$ cat src/rtl/seg7_scan_driver.sv
// seg7_scan_driver: time-multiplexed seven-segment display driver.
// Scans DIGITS hex digits onto a shared active-low segment bus with
// active-low anodes, full 0-F glyph set, optional leading-zero blanking
// and frame-synchronous (tear-free) value updates via a pending/display
// register pair.
// Optional feature macro: SEG7_BRIGHTNESS_EN adds i_bright[3:0] and a
// per-slot duty window; when undefined the duty cycle is full.
module seg7_scan_driver #(
   parameter int DIGITS      = 4,
   parameter int REFRESH_DIV = 50000
) (
   input  logic                i_clk,
   input  logic                i_rst_n,
   input  logic [4*DIGITS-1:0] i_value,
   input  logic [DIGITS-1:0]   i_dp,
   input  logic                i_load,
   input  logic                i_blank_lz,
`ifdef SEG7_BRIGHTNESS_EN
   input  logic [3:0]          i_bright,
`endif
   output logic [6:0]          o_seg,
   output logic                o_dp,
   output logic [DIGITS-1:0]   o_an,
   output logic                o_frame
);

   localparam int CNT_W = $clog2(REFRESH_DIV);
   localparam int IDX_W = (DIGITS > 1) ? $clog2(DIGITS) : 1;
   localparam logic [CNT_W-1:0] CNT_LAST = CNT_W'(REFRESH_DIV - 1);
   localparam logic [CNT_W-1:0] CNT_ONE  = CNT_W'(1);
   localparam logic [IDX_W-1:0] IDX_LAST = IDX_W'(DIGITS - 1);
   localparam logic [IDX_W-1:0] IDX_ONE  = IDX_W'(1);

   // Active-low glyph for one hex nibble, bit order g..a.
   function automatic logic [6:0] glyph(input logic [3:0] nib);
      logic [6:0] g;
      case (nib)
         4'h0:    g = 7'b1000000;
         4'h1:    g = 7'b1111001;
         4'h2:    g = 7'b0100100;
         4'h3:    g = 7'b0110000;
         4'h4:    g = 7'b0011001;
         4'h5:    g = 7'b0010010;
         4'h6:    g = 7'b0000010;
         4'h7:    g = 7'b1111000;
         4'h8:    g = 7'b0000000;
         4'h9:    g = 7'b0010000;
         4'hA:    g = 7'b0001000;
         4'hB:    g = 7'b0000011;
         4'hC:    g = 7'b1000110;
         4'hD:    g = 7'b0100001;
         4'hE:    g = 7'b0000110;
         4'hF:    g = 7'b0001110;
         default: g = 7'b1111111;
      endcase
      return g;
   endfunction

   // Scan timing state
   logic [CNT_W-1:0]    cnt_q, cnt_d;
   logic [IDX_W-1:0]    idx_q, idx_d;
   logic                wrap_q;
   logic                wrap_s;
   logic                slot_end_s;

   // Value path
   logic [4*DIGITS-1:0] pend_val_q, pend_val_d;
   logic [DIGITS-1:0]   pend_dp_q,  pend_dp_d;
   logic [4*DIGITS-1:0] disp_val_q, disp_val_d;
   logic [DIGITS-1:0]   disp_dp_q,  disp_dp_d;

   // Output stage
   logic [6:0]          seg_q, seg_d;
   logic                dp_q,  dp_d;
   logic [DIGITS-1:0]   an_q,  an_d;
   logic                frame_q, frame_d;

   logic [3:0]          nib_s;
   logic                dp_sel_s;
   logic                lz_s;
   logic                blank_s;
   logic                on_s;
   logic [DIGITS-1:0]   an_sel_s;

`ifdef SEG7_BRIGHTNESS_EN
   localparam int PW = CNT_W + 5;
   logic [PW-1:0]       duty_lhs_s;
   logic [PW-1:0]       duty_rhs_s;
`endif

   // Next-state for the refresh counter, digit index and wrap detection.
   always_comb begin
      slot_end_s = (cnt_q == CNT_LAST);
      wrap_s     = 1'b0;
      idx_d      = idx_q;
      cnt_d      = cnt_q;
      if (slot_end_s) begin
         cnt_d = '0;
         if (idx_q == IDX_LAST) begin
            idx_d  = '0;
            wrap_s = 1'b1;
         end else begin
            idx_d = idx_q + IDX_ONE;
         end
      end else begin
         cnt_d = cnt_q + CNT_ONE;
      end
   end

   // Scan timing registers; wrap_q delays the wrap so o_frame lines up with digit 0.
   always_ff @(posedge i_clk or negedge i_rst_n) begin
      if (!i_rst_n) begin
         cnt_q  <= '0;
         idx_q  <= '0;
         wrap_q <= 1'b0;
      end else begin
         cnt_q  <= cnt_d;
         idx_q  <= idx_d;
         wrap_q <= wrap_s;
      end
   end

   // Pending register follows i_load; display register only changes at a frame wrap.
   always_comb begin
      if (i_load) begin
         pend_val_d = i_value;
         pend_dp_d  = i_dp;
      end else begin
         pend_val_d = pend_val_q;
         pend_dp_d  = pend_dp_q;
      end
      if (wrap_s) begin
         disp_val_d = pend_val_q;
         disp_dp_d  = pend_dp_q;
      end else begin
         disp_val_d = disp_val_q;
         disp_dp_d  = disp_dp_q;
      end
   end

   // Pending and display registers.
   always_ff @(posedge i_clk or negedge i_rst_n) begin
      if (!i_rst_n) begin
         pend_val_q <= '0;
         pend_dp_q  <= '0;
         disp_val_q <= '0;
         disp_dp_q  <= '0;
      end else begin
         pend_val_q <= pend_val_d;
         pend_dp_q  <= pend_dp_d;
         disp_val_q <= disp_val_d;
         disp_dp_q  <= disp_dp_d;
      end
   end

   // Select the current digit, decide blanking/duty and form the next outputs.
   always_comb begin
      nib_s    = 4'h0;
      dp_sel_s = 1'b0;
      lz_s     = 1'b0;
      an_sel_s = '1;
      for (int k = 0; k < DIGITS; k++) begin
         if (idx_q == IDX_W'(k)) begin
            nib_s       = disp_val_q[4*k +: 4];
            dp_sel_s    = disp_dp_q[k];
            an_sel_s[k] = 1'b0;
            // Blank only when this digit and everything above it is zero.
            lz_s        = (k != 0) && ((disp_val_q >> (4*k)) == '0);
         end else begin
            an_sel_s[k] = 1'b1;
         end
      end
      blank_s = i_blank_lz && lz_s;

`ifdef SEG7_BRIGHTNESS_EN
      duty_lhs_s = {1'b0, cnt_q, 4'b0000};
      duty_rhs_s = PW'(REFRESH_DIV) * PW'({1'b0, i_bright} + 5'd1);
      on_s       = (duty_lhs_s < duty_rhs_s);
`else
      on_s       = 1'b1;
`endif

      if (on_s) begin
         an_d = an_sel_s;
         dp_d = ~dp_sel_s;
         if (blank_s) begin
            seg_d = 7'h7F;
         end else begin
            seg_d = glyph(nib_s);
         end
      end else begin
         an_d  = '1;
         dp_d  = 1'b1;
         seg_d = 7'h7F;
      end
      frame_d = wrap_q;
   end

   // Registered outputs; reset drives the display dark.
   always_ff @(posedge i_clk or negedge i_rst_n) begin
      if (!i_rst_n) begin
         seg_q   <= 7'h7F;
         dp_q    <= 1'b1;
         an_q    <= '1;
         frame_q <= 1'b0;
      end else begin
         seg_q   <= seg_d;
         dp_q    <= dp_d;
         an_q    <= an_d;
         frame_q <= frame_d;
      end
   end

   assign o_seg   = seg_q;
   assign o_dp    = dp_q;
   assign o_an    = an_q;
   assign o_frame = frame_q;

endmodule
$ cat config.mk
export PLATFORM = sky130hd
export DESIGN_NAME = seg7_scan_driver
export DESIGN_NICKNAME = d
export VERILOG_FILES = /design/src/rtl/seg7_scan_driver.sv
export SDC_FILE = /design/constraint.sdc
export NUM_CORES = 1
export LEC_CHECK = 0
export ABC_CLOCK_PERIOD_IN_PS = 2600
export CORE_ASPECT_RATIO = 1.5
export CORE_MARGIN = 2
export CORE_UTILIZATION = 35
export CTS_BUF_LIST = sky130_fd_sc_hd__clkbuf_8
export DETAILED_ROUTE_END_ITERATION = 7
export PLACE_DENSITY = 0.61
export SYNTH_ARGS = -nofsm -noshare
export SYNTH_HDL_FRONTEND = slang
export SYNTH_SLANG_ARGS = --single-unit
$ cat constraint.sdc
create_clock -name i_clk -period 2.6 [get_ports i_clk]
set_input_delay 0.39 -clock i_clk [delete_from_list [all_inputs] [get_ports i_clk]]
set_output_delay 0.39 -clock i_clk [all_outputs]
set_load 0.05 [all_outputs]
==> results.sh <==
# flow metrics
export IMPL_outcome="finished clean"
export IMPL_hold_viol_final=0
export IMPL_cts_root_buffer="clkbuf_8"
export IMPL_synthCells=252
export IMPL_finalClockPeriodUsage_pct=87.3
export IMPL_inv_count=11
export IMPL_placed_area_sq_mm=0.00377
export IMPL_hpwl_microns=4390
export IMPL_antenna_cells=0
export IMPL_r2r_slack_ns=0.33
export IMPL_crit_fanout=6
export IMPL_sh_seq_area_pct=45.2
export IMPL_hold_slack_ns=0.356
export IMPL_ys_area_sq_mm=0.00324
export IMPL_area_dominant_class="flip-flops and latches"
export IMPL_antenna_found_initial=0
export IMPL_tap_cells=112
export IMPL_cp_common_cell="inv_1"
export IMPL_dp_cells=401
export IMPL_synth_distinct_cells=42
export IMPL_hold_path_startpoint="frame_d$_DFF_PN0_"
export IMPL_slowest_stage="dfrtp_1"
export IMPL_mux_share_pct=15.7
export IMPL_synth_top_cell_by_count="dfrtp_1"
export IMPL_post_cts_buffers=0
export IMPL_logic_family="multiplexers"
export IMPL_drt_pass1_iterations=4
export IMPL_clock_sinks=72
export IMPL_top_cells_by_count="dfrtp_1, mux2_2, nand2_1, nor2_1, dfstp_2"
export IMPL_grt_pass1_vias=2052
export IMPL_leakage_uw=0.00183
export IMPL_slew_headroom_pct=66.9
export IMPL_grt_use_met1_pct=15.5
export IMPL_lay_top_cells="dfrtp_1, clkdlybuf4s50_1, mux2_2, nand2_1, nor2_1"
export IMPL_power_density_mw_per_mm2=577
export IMPL_enable_flop_cells=0
export IMPL_use_met2_pct=22.2
export IMPL_post_cts_resized=0
export IMPL_largest_area_cell="dfrtp_1"
export IMPL_cts_tree="yes"
export IMPL_ys_sh_adder_pct=4.25
export IMPL_nets=336
export IMPL_hold_depth=0
export IMPL_fp_nets=287
export IMPL_top_area_share_pct=46.4
export IMPL_synth_area_sq_mm=0.00324
export IMPL_crit_path_max_incr_delay_ns=0.40
export IMPL_route_met3_wl_microns=225
export IMPL_finalPower_uw=2320
export IMPL_vias_per_cell=4.88
export IMPL_rr_endpoint="o_seg[5]$_DFF_PN1_"
export IMPL_ir_drop_mv=0.238
export IMPL_logic_gates=161
export IMPL_drtIter0Drc=70
export IMPL_gp_congestion=0.795
export IMPL_drv_cap=0
export IMPL_bufAreaShareNonClock_pct=11.1
export IMPL_required_ns=2.86
export IMPL_logic_area_sq_mm=0.00134
export IMPL_yosys_area_share_aoi_pct=5.41
export IMPL_warnings=34
export IMPL_fmax_mhz=440
export IMPL_tns_ns=0
## report_power, final
part	total [uW]	switching [uW]	internal (uW)
clock network	1050	419	630
registers	1170	17.1	1150
logic	103	39.9	63.3
## registers in the layout, summed over array words and instances, names as in the netlist
register,flops
cnt_q,16
disp_dp_q,4
frame_d,1
idx_q,2
disp_val_q,16
pend_dp_q,4
o_dp,1
o_an,4
o_frame,1
o_seg,7
pend_val_q,16
## cells by family (layout without fill, tap and decap cells)
logic type	after synthesis	in the layout
multiplexers	42	42
XOR/XNOR	14	14
AND/OR/NAND/NOR	71	71
buffers and inverters	19	73
AND-OR/OR-AND	23	23
flip-flops	72	72
adder cells (fa/ha/maj)	11	11
## timing repair
action,in CTS,in global routing
endpoints found under the hold margin,9,0
setup endpoints to repair,0,0
hold buffers,1,0
**Sizing map**

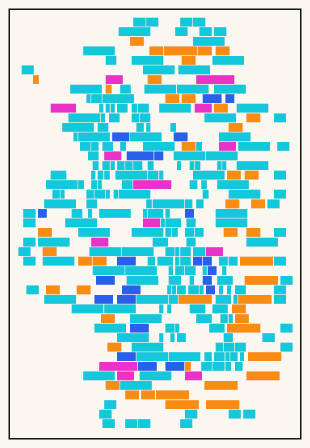
Key: magenta = drive 6 and up [cells 13, most used clkbuf_8]; cyan = drive 1 or less [cells 225, most used dfrtp_1]; orange = drive 2 [cells 46, most used mux2_2]; blue = drive 3 to 4 [cells 22, most used mux2_4]
Non-clk bufs: 46
Final Cell Area: 0.00402 sq mm
final setup margin: 0.330 ns
P&R area growth vs syn: 24.2%

**Zoomed window**

Window x 52 to 72, y 81 to 101 microns. Cells in gray, sequential cells in the stronger gray; small squares are vias.
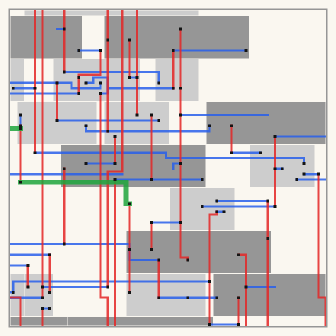
Key: blue = met1; green = met3; red = met2
Sequential cells in the window: 5. 13 logic cells have their middle in the window. Most frequent: dfrtp_1 (5), mux2_2 (3), clkbuf_8 (2). Netlist names of flops here include disp_val_q (3).

**Cell outlines without signal wires**

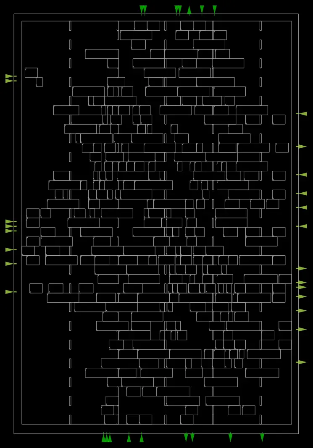
total core area: 0.00915 sq mm
filler cell count in the final layout: 870

**Pin map**

Scale bar: 20 microns. Pins as bars across the die edge, other pins in gray.
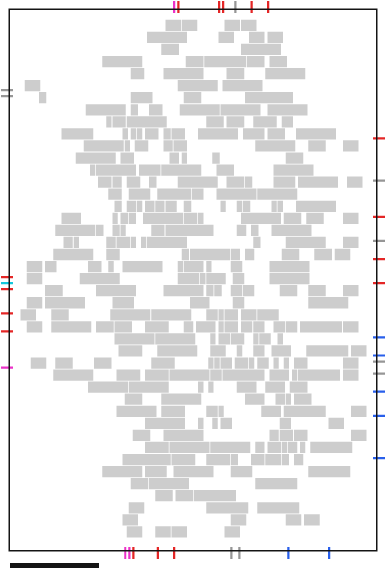
Key: red = i_value [pins 16, direction input, edge 5 top, 4 right, 4 left, 3 bottom]; cyan = i_load [pins 1, direction input, edge left]; blue = o_seg [pins 7, direction output, edge 5 right, 2 bottom]; magenta = i_dp [pins 4, direction input, edge 2 bottom, 1 left, 1 top]
Die Y: 122 microns
die x size: 82.5 microns
IO Port Bufs: 36

**Local utilization**

The die is cut into 8 by 12 equal tiles; white is low, dark blue is high, 0 to 100% covered.
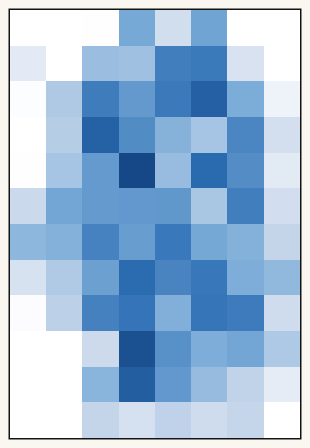
7.3% of the tiles are over 75% full. The emptiest ninth of the die: lower left. The densest ninth of the die: center.
final core occ: 44.0%
Pre-Place Util: 35.4%

